Fig. 1: run 1, metal layers overlaid
Scale: 3 px per micron. Two of the layers only.
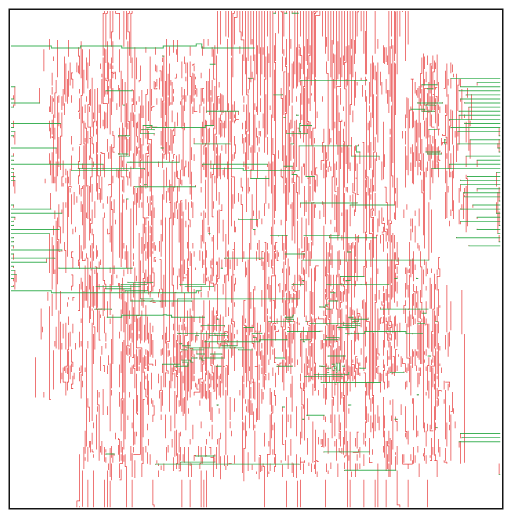
Fig. 2: run 1, pin placement
Scale: 3 px per micron. Pins as bars across the die edge, other pins in gray.
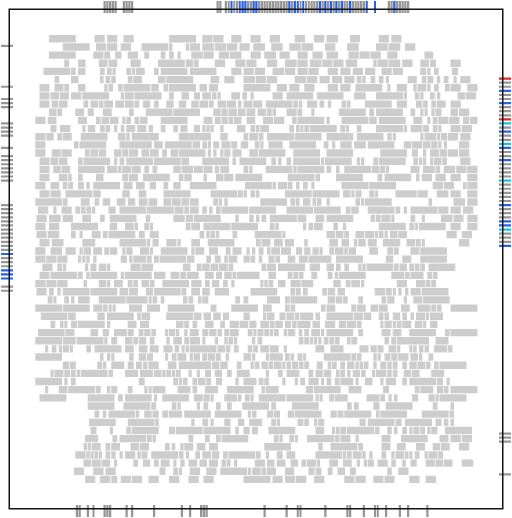
Fig. 3: run 1, placed standard cells
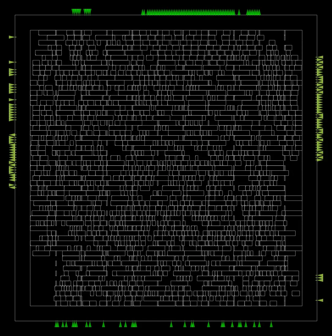
==> config.mk <==
export PLATFORM = sky130hd
export DESIGN_NAME = alu_ctrl_md
export DESIGN_NICKNAME = d
export VERILOG_FILES = /design/src/rtl/alu_ctrl_md.sv
export SDC_FILE = /design/constraint.sdc
export NUM_CORES = 1
export LEC_CHECK = 0
export ABC_AREA = 0
export CAP_MARGIN = 20
export CORE_AREA = 8 8 156 158
export DETAILED_ROUTE_END_ITERATION = 10
export DIE_AREA = 0 0 164 166
export GPL_ROUTABILITY_DRIVEN = 0
export PLACE_DENSITY_LB_ADDON = 0.08
export SLEW_MARGIN = 10
export SYNTH_ARGS = -nofsm -noshare
export SYNTH_HDL_FRONTEND = slang
export SYNTH_SLANG_ARGS = --single-unit
export TNS_END_PERCENT = 100
==> constraint.sdc <==
create_clock -name clk -period 4.9 [get_ports clk]
set_clock_uncertainty 0.15 [all_clocks]
set_input_delay 0.98 -clock clk [delete_from_list [all_inputs] [get_ports clk]]
set_output_delay 0.98 -clock clk [all_outputs]
set_load 0.01 [all_outputs]
==> results.ini, run 1 <==
[outcome]
status=finished clean

[synthesis]
async_flop_share_pct=100
ys_cells=1415
yosys_area_sq_mm=0.0118
ys_types=67
netlist_area_sq_mm=0.0118
syn_nets=1534
top_area_share_pct=35.9
ys_seq_share_pct=35.9
synth_cells=1415
numSynthFlops=169
synthFlopType=dfrtp_1
yosys_warnings=0
syn-mean-instance-area_sq_um=8.33
yosys-top-cells-area=dfrtp_1 (36%), o21ai_0 (8.6%), xor2_1 (7.3%)
edf_count=0
synth_area_leader_cell=dfrtp_1

[critical_path]
critical_path_peak_fanout=26
worst_setup_path_end_kind=output port
required_ns=3.77
r2r_slack_ns=0.49
rr_worst_depth=13
worst_ep_arrival_time_ns=3.59
critPathLaunchType=primary input
crit_type=in -> out

[detailed_routing]
post_drt_via_cell_ratio=5.96
wl_per_cell_microns=18.8
route.detailed.drc=0
drtAntennaViolNets=0
drt_first_iter_violations=858
drt-pass1-iter-count=8

[timing]
rsz0062_at_grt=false
fin_crit_ns=4.72
post-route-period-util_pct=96.3
finalSetupTns_ns=0
relSlewSlack_pct=37.6
fmax_ghz=0.212
worstMarginPinSlew_ns=0.936
hold_violations=0
setup_violations=0
slew_violations=0
layout_setup_ws_ns=0.182

[die]
dieArea_sq_mm=0.0272
fp-utilization_pct=53.3
rows=55
ios=185

[clocking]
h-tree-depth=4
clock_latency_ns=0.44
postCtsSetupRepairBufs=0
cts_resized=0
cts_hold_buf=0
clk_pin_slew_worst_paths_ns=0.06
cts_num_sinks=169
clock_path_buffers=2
numCtsBuffers=17
cts-root-buf=clkbuf_16
tritoncts=built

[final_layout]
layout.cells.non_filler=1868
layout_top_cells=nand2_1 (216), o21ai_0 (202), clkdlybuf4s50_1 (183), dfrtp_1 (169), xor2_1 (98)
area_delta_synth_final_pct=23.7
layout_top_cell=nand2_1
nets=1690
diodes=0
drive_gt1_share_pct=7.20

[global_route]
grt_overflow=0
grt_max_degree=101
grt_pass1_wl_microns=55800
grt_pass1_vias=10600
antenna_found_initial=1

[pwr]
total_power_mw=3.89
p_leak_nw=6.30
ir_drop_mv=0.209
pwr_density_cell_mw_per_mm2=267

[flow_run]
warnings=28
drv_cap=0

[placed_design]
post-dp-hpwl_microns=26700
dp_cells=1837
pre_cts_slack_ns=0.240

[min_path]
hold_path_class=in -> async

Back to the opening pictures, Fig. 1:
met3 -> green  # wire length 1960 microns
met2 -> red  # wire length 16700 microns
gr usage total: 25.4%
final wirelength: 35000 microns
vias: 11100

Back to the opening pictures, Fig. 2:
alu_op -> red  # pins 2, direction input, edge right
op -> cyan  # pins 4, direction output, edge right
hi -> blue  # pins 32, direction output, edge 19 top, 9 right, 4 left
Horiz. Die Dim: 164 microns
Buffers on Ports: 184
Die Ht: 166 microns

Back to the opening pictures, Fig. 3:
Placeable Area: 0.0221 sq mm
final core occ: 66.0%

-- run 1: power breakdown --
part           internal, mW  switching, mW
sequential             1.47         0.0625
combinational         0.359          0.559
clock                 0.866          0.574
-- run 1: through the flow --
stage | utilization [%] | hold WS, ns | area [sq um]
final | 66.0 | 0.282 | 14600
after global routing | 66.0 | 0.301 | 14600
after CTS | 66.0 | 0.293 | 14600
after detailed placement | 63.2 | 0.298 | 14000
after global placement | 63.2 | 0.293 | 14000
after floorplan | - | 0.280 | 11800
-- run 1: kinds of logic (layout without fill, tap and decap cells) --
family	Yosys count	count (layout)	synth area share (%)
mux	39	39	3.67
fa+ha+maj	37	37	3.99
compound gates	428	428	22.1
simple gates	505	505	20.7
buf+inv	94	262	2.99
xor+xnor	143	143	10.6
flops	169	169	35.9
-- run 1: Yosys cell counts, drive strengths merged (3+ instances only) --
cell type	n
nand2	217
o21ai	209
dfrtp	169
xor2	98
clkbuf	71
nor2	69
a21oi	59
nand3	49
xnor2	45
and2	40
ha	36
mux2	34
nor3	31
a22oi	29
o31ai	27
or3	23
a21o	20
inv	19
or4	17
nand4	16
o41ai	16
nor4	12
a31oi	10
o211ai	8
a211oi	7
and3	7
nand2b	6
mux2i	5
a221oi	4
nor2b	4
o21a	4
or2	4
a21boi	3
a221o	3
and4	3
buf	3
nor3b	3
o211a	3
o21bai	3
-- run 1: layer usage --
metal  wire length, microns  global-route usage, %
met1                  15500                   33.1
met2                  16700                   42.2
met3                   1960                   4.46
met4                    840                   7.28
met5                      0                      0
-- run 1: critical path, cell delays in order --
cell and delay (ns):
clkdlybuf4s50_1 0.60, nor4_1 0.40, nand3_1 0.21, nor2_4 0.27
buf_12 0.24, mux2_2 0.36, clkdlybuf4s50_1 0.51
-- run 1: cell type report --
cell class,count,area (sq um)
clock buffers,20,447
clock inverters,11,170
fillers,1926,7520
inverters,20,75.1
multi-input cells,1152,7240
flip-flops and latches,169,4230
well taps,285,357
repair buffers,211,2060
==> run 2, diff against run 1 <==
- CAP_MARGIN: 20 -> not set
Fig. 4: run 2, placed standard cells
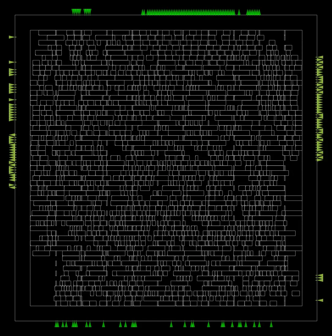
fin cells: 1868
Tapcells: 285
Layout fillers: 1926

Fig. 5: run 2, pin placement
Scale: 3 px per micron. Pins as bars across the die edge, other pins in gray.
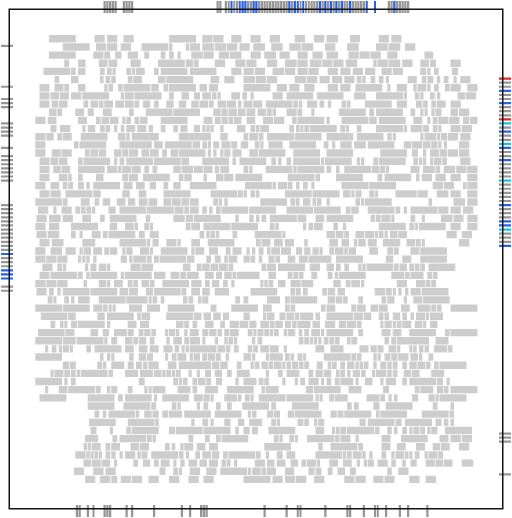
hi -> blue  # pins 32, direction output, edge 19 top, 9 right, 4 left
alu_op -> red  # pins 2, direction input, edge right
op -> cyan  # pins 4, direction output, edge right
all pins by edge = 72 top, 46 right, 38 left, 29 bottom

==> results.ini, run 2 <==
[timing]
relSlewSlack_pct=37.6  ; unchanged
fin_crit_ns=4.72  ; unchanged
holdWs_ns=0.282  ; unchanged
fmax_ghz=0.212  ; unchanged
hold_violations=0  ; unchanged
setup_violations=0  ; unchanged
post-route-period-util_pct=96.3  ; unchanged
worstMarginPinSlew_ns=0.936  ; unchanged
rsz0062_at_grt=false
finalSetupTns_ns=0  ; unchanged
slew_violations=0  ; unchanged

[synthesis]
syn-mean-instance-area_sq_um=8.33  ; unchanged
synthFlopType=dfrtp_1
async_flop_share_pct=100  ; unchanged
yosys-top-cells-area=dfrtp_1 (36%), o21ai_0 (8.6%), xor2_1 (7.3%)
netlist_area_sq_mm=0.0118  ; unchanged
synth_top_cell_by_count=nand2_1
edf_count=0  ; unchanged
top_cells_by_count=nand2_1 (217), o21ai_0 (202), dfrtp_1 (169)
synth_area_leader_cell=dfrtp_1
ys_types=67  ; unchanged
syn_nets=1534  ; unchanged
top_area_share_pct=35.9  ; unchanged
ys_cells=1415  ; unchanged
synth_cells=1415  ; unchanged
yosys_area_sq_mm=0.0118  ; unchanged
yosys_warnings=0  ; unchanged
ys_seq_share_pct=35.9  ; unchanged
numSynthFlops=169  ; unchanged

[global_route]
grt_overflow=0  ; unchanged
grt_max_degree=101  ; unchanged
grt_pass1_vias=10600  ; unchanged
track_usage_pct=25.4  ; unchanged
grt_pass1_wl_microns=55800  ; unchanged
antenna_found_initial=1  ; unchanged

[critical_path]
worst_setup_path_end_kind=output port
cp_slowest_cell=clkdlybuf4s50_1
crit_type=in -> out
crit_chain=clkdlybuf4s50_1 -> nor4_1 -> nand3_1 -> nor2_4 -> buf_12 -> mux2_2 -> clkdlybuf4s50_1
critical_path_peak_fanout=26  ; unchanged
required_ns=3.77  ; about the same
critPathLaunchType=primary input
r2r_slack_ns=0.49  ; about the same
max_stage_delay_ns=0.60  ; about the same
worst_ep_arrival_time_ns=3.59  ; about the same
rr_worst_depth=13  ; unchanged
cpMostUsedCell=clkdlybuf4s50_1

[outcome]
status=finished clean

[die]
ios=185  ; unchanged
die-height_microns=166  ; unchanged
die_w_microns=164  ; unchanged
fp-utilization_pct=53.3  ; unchanged
rows=55  ; unchanged
dieArea_sq_mm=0.0272  ; unchanged
core_sq_mm=0.0221  ; unchanged

[clocking]
clock_path_buffers=2  ; unchanged
numCtsBuffers=17  ; unchanged
tritoncts=built
h-tree-depth=4  ; unchanged
postCtsSetupRepairBufs=0  ; unchanged
cts_resized=0  ; unchanged
cts_num_sinks=169  ; unchanged
clk_pin_slew_worst_paths_ns=0.06  ; about the same
cts-root-buf=clkbuf_16
cts_hold_buf=0  ; unchanged
clock_latency_ns=0.44  ; about the same

[final_layout]
nets=1690  ; unchanged
utilization_pct=66.0  ; unchanged
layout_top_cell=nand2_1
drive_gt1_share_pct=7.20  ; unchanged
diodes=0  ; unchanged
layout_top_cells=nand2_1 (216), o21ai_0 (202), clkdlybuf4s50_1 (183), dfrtp_1 (169), xor2_1 (98)
area_delta_synth_final_pct=23.7  ; unchanged

[detailed_routing]
finalWirelength_microns=35000  ; unchanged
drt_first_iter_violations=858  ; unchanged
drtAntennaViolNets=0  ; unchanged
wl_per_cell_microns=18.8  ; unchanged
route.detailed.drc=0  ; unchanged
post_drt_via_cell_ratio=5.96  ; unchanged
drt-pass1-iter-count=8  ; unchanged
vias=11100  ; unchanged

[pwr]
total_power_mw=3.89  ; unchanged
p_leak_nw=6.30  ; unchanged
pwr_density_cell_mw_per_mm2=267  ; unchanged
ir_drop_mv=0.209  ; unchanged

[min_path]
hold_path_class=in -> async

[placed_design]
place.port_buffers=184  ; unchanged
post-dp-hpwl_microns=26700  ; unchanged

[flow_run]
drv_cap=0  ; unchanged
warnings=28  ; unchanged

[run 2: area by class of cell]
| type | instances | area, sq um | area share [%] |
|---|---|---|---|
| multi-input combinational | 1152 | 7240 | 49.7 |
| sequential | 169 | 4230 | 29.0 |
| timing repair buffer | 211 | 2060 | 14.1 |
| clock buffer | 20 | 447 | 3.07 |
| tap | 285 | 357 | 2.45 |
| clock inverter | 11 | 170 | 1.17 |
| inverter | 20 | 75.1 | 0.515 |
[run 2: power by group]
part           internal [mW]  total, mW  switching [mW]  leakage, nW
clock network          0.866       1.44           0.574        0.304
logic                  0.359      0.918           0.559         3.75
registers               1.47       1.53          0.0625         2.25
[run 2: worst max-delay path, delay by kind of cell]
kind	cells	cell delay (ns)
simple gates	3	0.88
buf+inv	3	1.35
mux	1	0.36
[run 2: through the flow]
stage | instance area, sq um | instances | setup WS [ns]
detailed placement | 14000 | 1837 | 0.240
floorplan | 11800 | 1415 | 0.834
global placement | 14000 | 1837 | 0.398
finish | 14600 | 1868 | 0.182
global route | 14600 | 1868 | 0.120
CTS | 14600 | 1868 | 0.216
[run 2: per-layer routing]
metal / wire length [microns] / global-route usage, % / vias to the layer above
met5: 0 / 0 / -
met4: 840 / 7.28 / 0
met3: 1960 / 4.46 / 68
met2: 16700 / 42.2 / 368
met1: 15500 / 33.1 / 5282
li1: - / - / 5424
[run 2: cells by family (layout without fill, tap and decap cells)]
kind of cell / count (synthesis) / count (layout) / synth area share [%]
XOR/XNOR: 143 / 143 / 10.6
adder cells (fa/ha/maj): 37 / 37 / 3.99
AND/OR/NAND/NOR: 505 / 505 / 20.7
multiplexers: 39 / 39 / 3.67
flip-flops: 169 / 169 / 35.9
AND-OR/OR-AND: 428 / 428 / 22.1
buffers and inverters: 94 / 262 / 2.99
Power is estimated from default activity; no workload was simulated.
